$ cat src/rtl/ram_ctrl_pkg.sv
// Shared types and helpers for the Wishbone-to-RAM controller.
package ram_ctrl_pkg;

  localparam int unsigned BYTE_LANES = 4;

  typedef enum logic [2:0] {
    IDLE  = 3'd0,
    READ  = 3'd1,
    MERGE = 3'd2,
    WRITE = 3'd3,
    ACK   = 3'd4,
    ERR   = 3'd5
  } ctrl_state_e;

  // Per-lane select: set lanes take the new byte, clear lanes keep the old one.
  function automatic logic [31:0] byte_merge(input logic [31:0]           old_w,
                                             input logic [31:0]           new_w,
                                             input logic [BYTE_LANES-1:0] sel);
    logic [31:0] res;
    res = old_w;
    for (int unsigned b = 0; b < BYTE_LANES; b++) begin
      if (sel[b]) res[8*b +: 8] = new_w[8*b +: 8];
    end
    return res;
  endfunction

endpackage

$ cat src/rtl/ram_wb_ctrl.sv
// Wishbone classic slave in front of a single-port word RAM with combinational read.
// Partial-lane writes run as read-modify-write.
module ram_wb_ctrl
  import ram_ctrl_pkg::*;
#(
  parameter int unsigned DEPTH      = 1024,
  parameter int unsigned WORD_WIDTH = 32,
  parameter logic [31:0] BASE_ADDR  = 32'h0000_0000
) (
  input  logic                        clk,
  input  logic                        rst_i,
  input  logic                        wb_cyc_i,
  input  logic                        wb_stb_i,
  input  logic                        wb_we_i,
  input  logic [31:0]                 wb_adr_i,
  input  logic [3:0]                  wb_sel_i,
  input  logic [WORD_WIDTH-1:0]       wb_dat_i,
  output logic [WORD_WIDTH-1:0]       wb_dat_o,
  output logic                        wb_ack_o,
  output logic                        wb_err_o,
  output logic [$clog2(DEPTH):0]      ram_addr_o,
  output logic                        ram_en_o,
  output logic                        ram_we_o,
  output logic [WORD_WIDTH-1:0]       ram_din_o,
  input  logic [WORD_WIDTH-1:0]       ram_dout_i
);

  localparam int unsigned AW      = $clog2(DEPTH) + 1;
  localparam logic [29:0] DEPTH_W = 30'(DEPTH);

  ctrl_state_e           state_q, state_d;
  logic [3:0]            sel_q, sel_d;
  logic [WORD_WIDTH-1:0] dat_q, dat_d;
  logic [WORD_WIDTH-1:0] rdat_q, rdat_d;
  logic                  ack_q, ack_d;
  logic                  err_q, err_d;
  logic                  ram_en_q, ram_en_d;
  logic                  ram_we_q, ram_we_d;
  logic [AW-1:0]         ram_addr_q, ram_addr_d;
  logic [WORD_WIDTH-1:0] ram_din_q, ram_din_d;

  logic                  req_c;
  logic                  bad_c;
  logic [29:0]           widx_c;

  // Word index relative to the RAM base; BASE_ADDR is taken to be word aligned.
  always_comb begin
    req_c  = wb_cyc_i & wb_stb_i;
    widx_c = wb_adr_i[31:2] - BASE_ADDR[31:2];
    bad_c  = (wb_adr_i < BASE_ADDR) || (widx_c >= DEPTH_W) || (wb_adr_i[1:0] != 2'b00);
  end

  always_comb begin
    state_d    = state_q;
    sel_d      = sel_q;
    dat_d      = dat_q;
    rdat_d     = rdat_q;
    ack_d      = 1'b0;
    err_d      = 1'b0;
    ram_en_d   = 1'b0;
    ram_we_d   = 1'b0;
    ram_addr_d = ram_addr_q;
    ram_din_d  = ram_din_q;

    unique case (state_q)
      IDLE: begin
        if (req_c) begin
          sel_d = wb_sel_i;
          dat_d = wb_dat_i;
          if (bad_c) begin
            state_d = ERR;
            err_d   = 1'b1;
          end else if (!wb_we_i) begin
            state_d    = READ;
            ram_en_d   = 1'b1;
            ram_addr_d = AW'(widx_c);
          end else if (wb_sel_i == 4'hF) begin
            state_d    = WRITE;
            ram_en_d   = 1'b1;
            ram_we_d   = 1'b1;
            ram_addr_d = AW'(widx_c);
            ram_din_d  = wb_dat_i;
          end else if (wb_sel_i == 4'h0) begin
            state_d = ACK;
            ack_d   = 1'b1;
          end else begin
            state_d    = MERGE;
            ram_en_d   = 1'b1;
            ram_addr_d = AW'(widx_c);
          end
        end
      end

      READ: begin
        if (!wb_cyc_i) begin
          state_d = IDLE;
        end else begin
          state_d = ACK;
          ack_d   = 1'b1;
          rdat_d  = ram_dout_i;
        end
      end

      // Old word is on ram_dout_i this cycle; build the merged word for WRITE.
      MERGE: begin
        if (!wb_cyc_i) begin
          state_d = IDLE;
        end else begin
          state_d   = WRITE;
          ram_en_d  = 1'b1;
          ram_we_d  = 1'b1;
          ram_din_d = byte_merge(ram_dout_i, dat_q, sel_q);
        end
      end

      // The write lands regardless; a master that has left the cycle gets no ack.
      WRITE: begin
        state_d = ACK;
        ack_d   = wb_cyc_i;
      end

      ACK:     state_d = IDLE;
      ERR:     state_d = IDLE;
      default: state_d = IDLE;
    endcase
  end

  always_ff @(posedge clk) begin
    if (rst_i) begin
      state_q    <= IDLE;
      sel_q      <= '0;
      dat_q      <= '0;
      rdat_q     <= '0;
      ack_q      <= 1'b0;
      err_q      <= 1'b0;
      ram_en_q   <= 1'b0;
      ram_we_q   <= 1'b0;
      ram_addr_q <= '0;
      ram_din_q  <= '0;
    end else begin
      state_q    <= state_d;
      sel_q      <= sel_d;
      dat_q      <= dat_d;
      rdat_q     <= rdat_d;
      ack_q      <= ack_d;
      err_q      <= err_d;
      ram_en_q   <= ram_en_d;
      ram_we_q   <= ram_we_d;
      ram_addr_q <= ram_addr_d;
      ram_din_q  <= ram_din_d;
    end
  end

  assign wb_dat_o   = rdat_q;
  assign wb_ack_o   = ack_q;
  assign wb_err_o   = err_q;
  assign ram_en_o   = ram_en_q;
  assign ram_we_o   = ram_we_q;
  assign ram_addr_o = ram_addr_q;
  assign ram_din_o  = ram_din_q;

endmodule

$ cat config.mk
export PLATFORM = sky130hd
export DESIGN_NAME = ram_wb_ctrl
export DESIGN_NICKNAME = d
export VERILOG_FILES = /design/src/rtl/ram_ctrl_pkg.sv /design/src/rtl/ram_wb_ctrl.sv
export SDC_FILE = /design/constraint.sdc
export NUM_CORES = 1
export LEC_CHECK = 0
export CAP_MARGIN = 0
export CORE_MARGIN = 2
export CORE_UTILIZATION = 47
export DETAILED_ROUTE_END_ITERATION = 10
export MAX_ROUTING_LAYER = met4
export PLACE_DENSITY = 0.8
export SLEW_MARGIN = 20
export SYNTH_ARGS = -nofsm -noshare
export SYNTH_HDL_FRONTEND = slang
export SYNTH_SLANG_ARGS = --single-unit
$ cat constraint.sdc
create_clock -name clk -period 2.6 [get_ports clk]
set_clock_uncertainty 0.2 [all_clocks]
set_input_delay 0.39 -clock clk [delete_from_list [all_inputs] [get_ports clk]]
set_output_delay 0.39 -clock clk [all_outputs]
set_load 0.01 [all_outputs]
clock_map.png
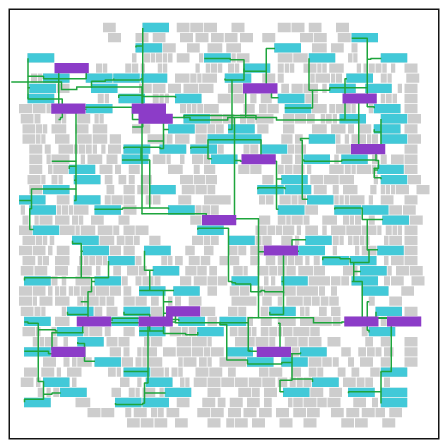
[cyan] flip-flops | count: 118
[purple] cells driving clock nets | count: 17
[green] clock wires | length: 1460 um
routed clock nets	18
flops lie	all over the die

pins.png
Pins as bars across the die edge, other pins in grey.
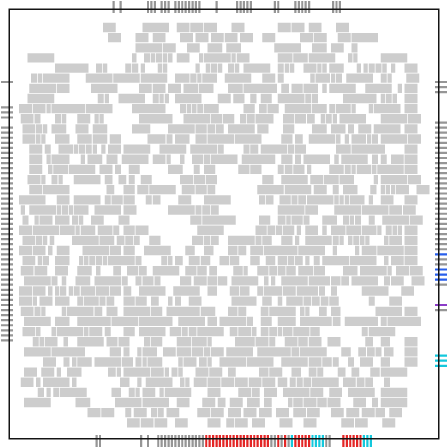
colour	port	pins	direction	edge
red	`wb_adr_i`	32	input	south
blue	`wb_sel_i`	4	input	east
purple	`wb_ack_o`	1	output	east
cyan	`ram_addr_o`	11	output	8 south, 3 east

metal_stack.png
Bar = 20 um.
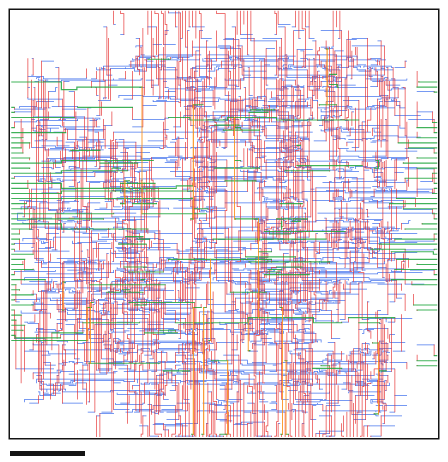
colour	layer	wire length
orange	met4	362 um
blue	met1	7800 um
red	met2	8890 um
green	met3	1410 um

==> metrics.yaml <==
route:
  detail-route-antenna-nets: 0
  drt-vias-per-instance: 6.07
  first_iter_violations: 499
  vias: 5993
  dr.pass1.iters: 5
  avgRoutedWirePerCell_um: 18.7
run_status:
  status: "complete, no violations"
placed_design:
  dp_hpwl_um: 12800
  gp_congestion: 0.939
  placed_area_um2: 7710
  pre_cts_slack_ns: 0.0870
  dp.cells: 958
synth:
  ys.flop_type: "dfxtp_1"
  synth_warnings: 0
  area_leaders: "dfxtp_1 41%, mux2_2 10%, nand2_1 9.1%"
  ys_seq_frac: 0.409
  ys.flops: 118
  synth.cell_area_um2: 5780
  ys_area_um2: 5780
  netlist.area_leader.share: 0.409
  enable_flop_cells: 0
  synthCells: 672
  yosys_cells: 672
  ys_types: 40
  synthMuxAreaShare: 0.125
  ys_top_cells_by_count: "140 x nand2_1, 118 x dfxtp_1, 79 x a21oi_1"
  top_cell: "nand2_1"
  async_reset_ff_frac: 0
  avgSynthCellArea_um2: 8.60
  top_area_cell: "dfxtp_1"
  ys_sh_simple: 0.212
  fp_nets: 777
global_routing:
  grt_overflow: 0
  grt_pass1_wl_um: 29200
  antenna_found_initial: 0
  grt_usage: 0.286
  grt_max_degree: 58
worst_hold_path:
  worstHoldStart: "dat_q[4]"
  hp-class: "register to register"
  hold_depth: 2
sta:
  worstMarginPinSlew_ns: 0.892
  finalWorstSetupSlack_ns: 0.298
  holdWs_ns: 0.248
  hold_violations: 0
  slew_headroom: 0.404
  period_needed_ns: 2.30
  period_used_share: 0.885
  setup_viol: 0
  slew_violations: 0
  setup_tns_ns: 0
  rsz0062_at_grt: "false"
finish:
  syn_to_final_growth_pct: 42.7
  antenna_cells: 0
  fin_area_um2: 8250
  drive_above_1_share: 0.145
  final_nets: 935
power:
  peakVddDrop_mv: 0.505
  power.share.sequential: 0.421
  p_sw_uw: 1030
  finalPower_uw: 4510
  p_sw_frac: 0.229
die:
  floorplan.core_util: 0.481
  dieHeight_um: 115
  core_um2: 12000
critical_path:
  worst-setup-path-type: "register to register"
  rrSetupSlack_ns: 0.30
  worstReg2RegEnd: "ram_din_o[28]"
  r2r_start: "state_q[0]"
  critPathMaxFanout: 32
  crit_path_end_kind: "register"
  crit_start: "state_q[0]"
  ff2ff_path_depth: 4
  required_ns: 2.75
  endpoint: "ram_din_o[28]"
clocking:
  clkSinkCount: 118
  postCtsHoldBufs: 0
  clkSlewWorstSetupHoldPaths_ns: 0.05
  clk_latency_ns: 0.41
  clockBufferDepth: 2
  root_buffer: "clkbuf_16"
  cts_tree: "built"
flow_run:
  cap_violations: 0
  warnings: 26
port_nets.png
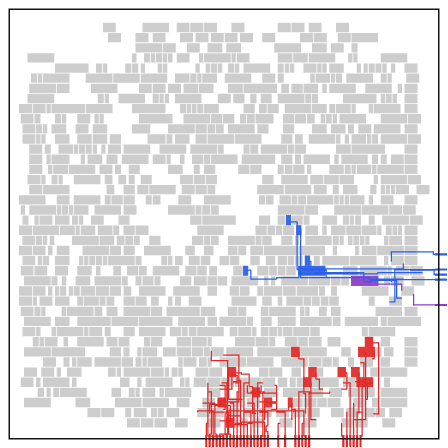
colour	port	bits	direction	edge	end cells	wire
purple	`wb_ack_o`	1	output	east	1	17.2 um
red	`wb_adr_i`	32	input	south	16	641 um
blue	`wb_sel_i`	4	input	east	6	235 um
# IOs: 184
port bufs: 183

final_placement.png
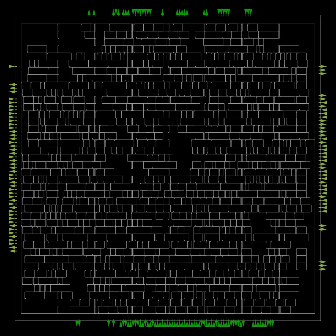
fin util: 0.686
Fillers: 970
# rows: 40
final sequential cell count: 118
n_taps: 147

placed cells by master, fill, tap and decap left out, types with 2 or more instances in the layout:
cell type	instances
mux2_1	12
buf_12	2
and3_1	4
o31ai_1	10
and4_1	2
dfxtp_1	118
nor2_1	3
nand2b_1	2
clkbuf_16	17
clkbuf_1	2
a32oi_1	32
mux2_2	52
nor4_1	7
nand3_1	34
clkbuf_8	6
nor2_2	2
clkinv_2	4
nand2_1	140
and2_1	2
buf_4	27
clkdlybuf4s50_1	182
nand4_1	44
a21oi_1	79
nor3_1	3
o2111ai_1	32
layer usage:
layer  up-vias  global-route usage  wire length [um]
li1       2822                   -                 -
met1      2888               0.340              7800
met2       246               0.463              8890
met3        37              0.0875              1410
met4         0              0.0972               361
met5         -                   -                 0
power groups by stage:
stage / sequential (uW) / clock, uW / combinational (uW)
2_1_floorplan: 1920 / 0 / 236
5_1_grt: 1900 / 2210 / 537
6_report: 1900 / 2110 / 499
3_5_place_dp: 1930 / 0 / 494
3_3_place_gp: 1930 / 0 / 479
4_1_cts: 1900 / 2130 / 498
critical path, stage by stage, from the launching register on:
cell and delay, ns:
dfxtp_1 0.64, and4bb_2 0.32, a21oi_4 0.68, a32oi_1 0.23, nand3_1 0.14
registers in the layout (all words and copies together) (netlist names):
register	count
wb_err_o	1
wb_ack_o	1
state_q	3
dat_q	32
wb_dat_o	32
ram_en_o	1
ram_din_o	32
ram_we_o	1
sel_q	4
ram_addr_o	11
cell type report:
| cell class | count | area (um^2) |
|---|---|---|
| sequential | 118 | 2360 |
| clock buffer | 25 | 515 |
| fill | 970 | 3770 |
| tap | 147 | 184 |
| timing repair buffer | 212 | 2070 |
| multi-input combinational | 479 | 3090 |
| clock inverter | 4 | 20.0 |
| inverter | 2 | 7.51 |
Power and IR drop assume default switching activity.
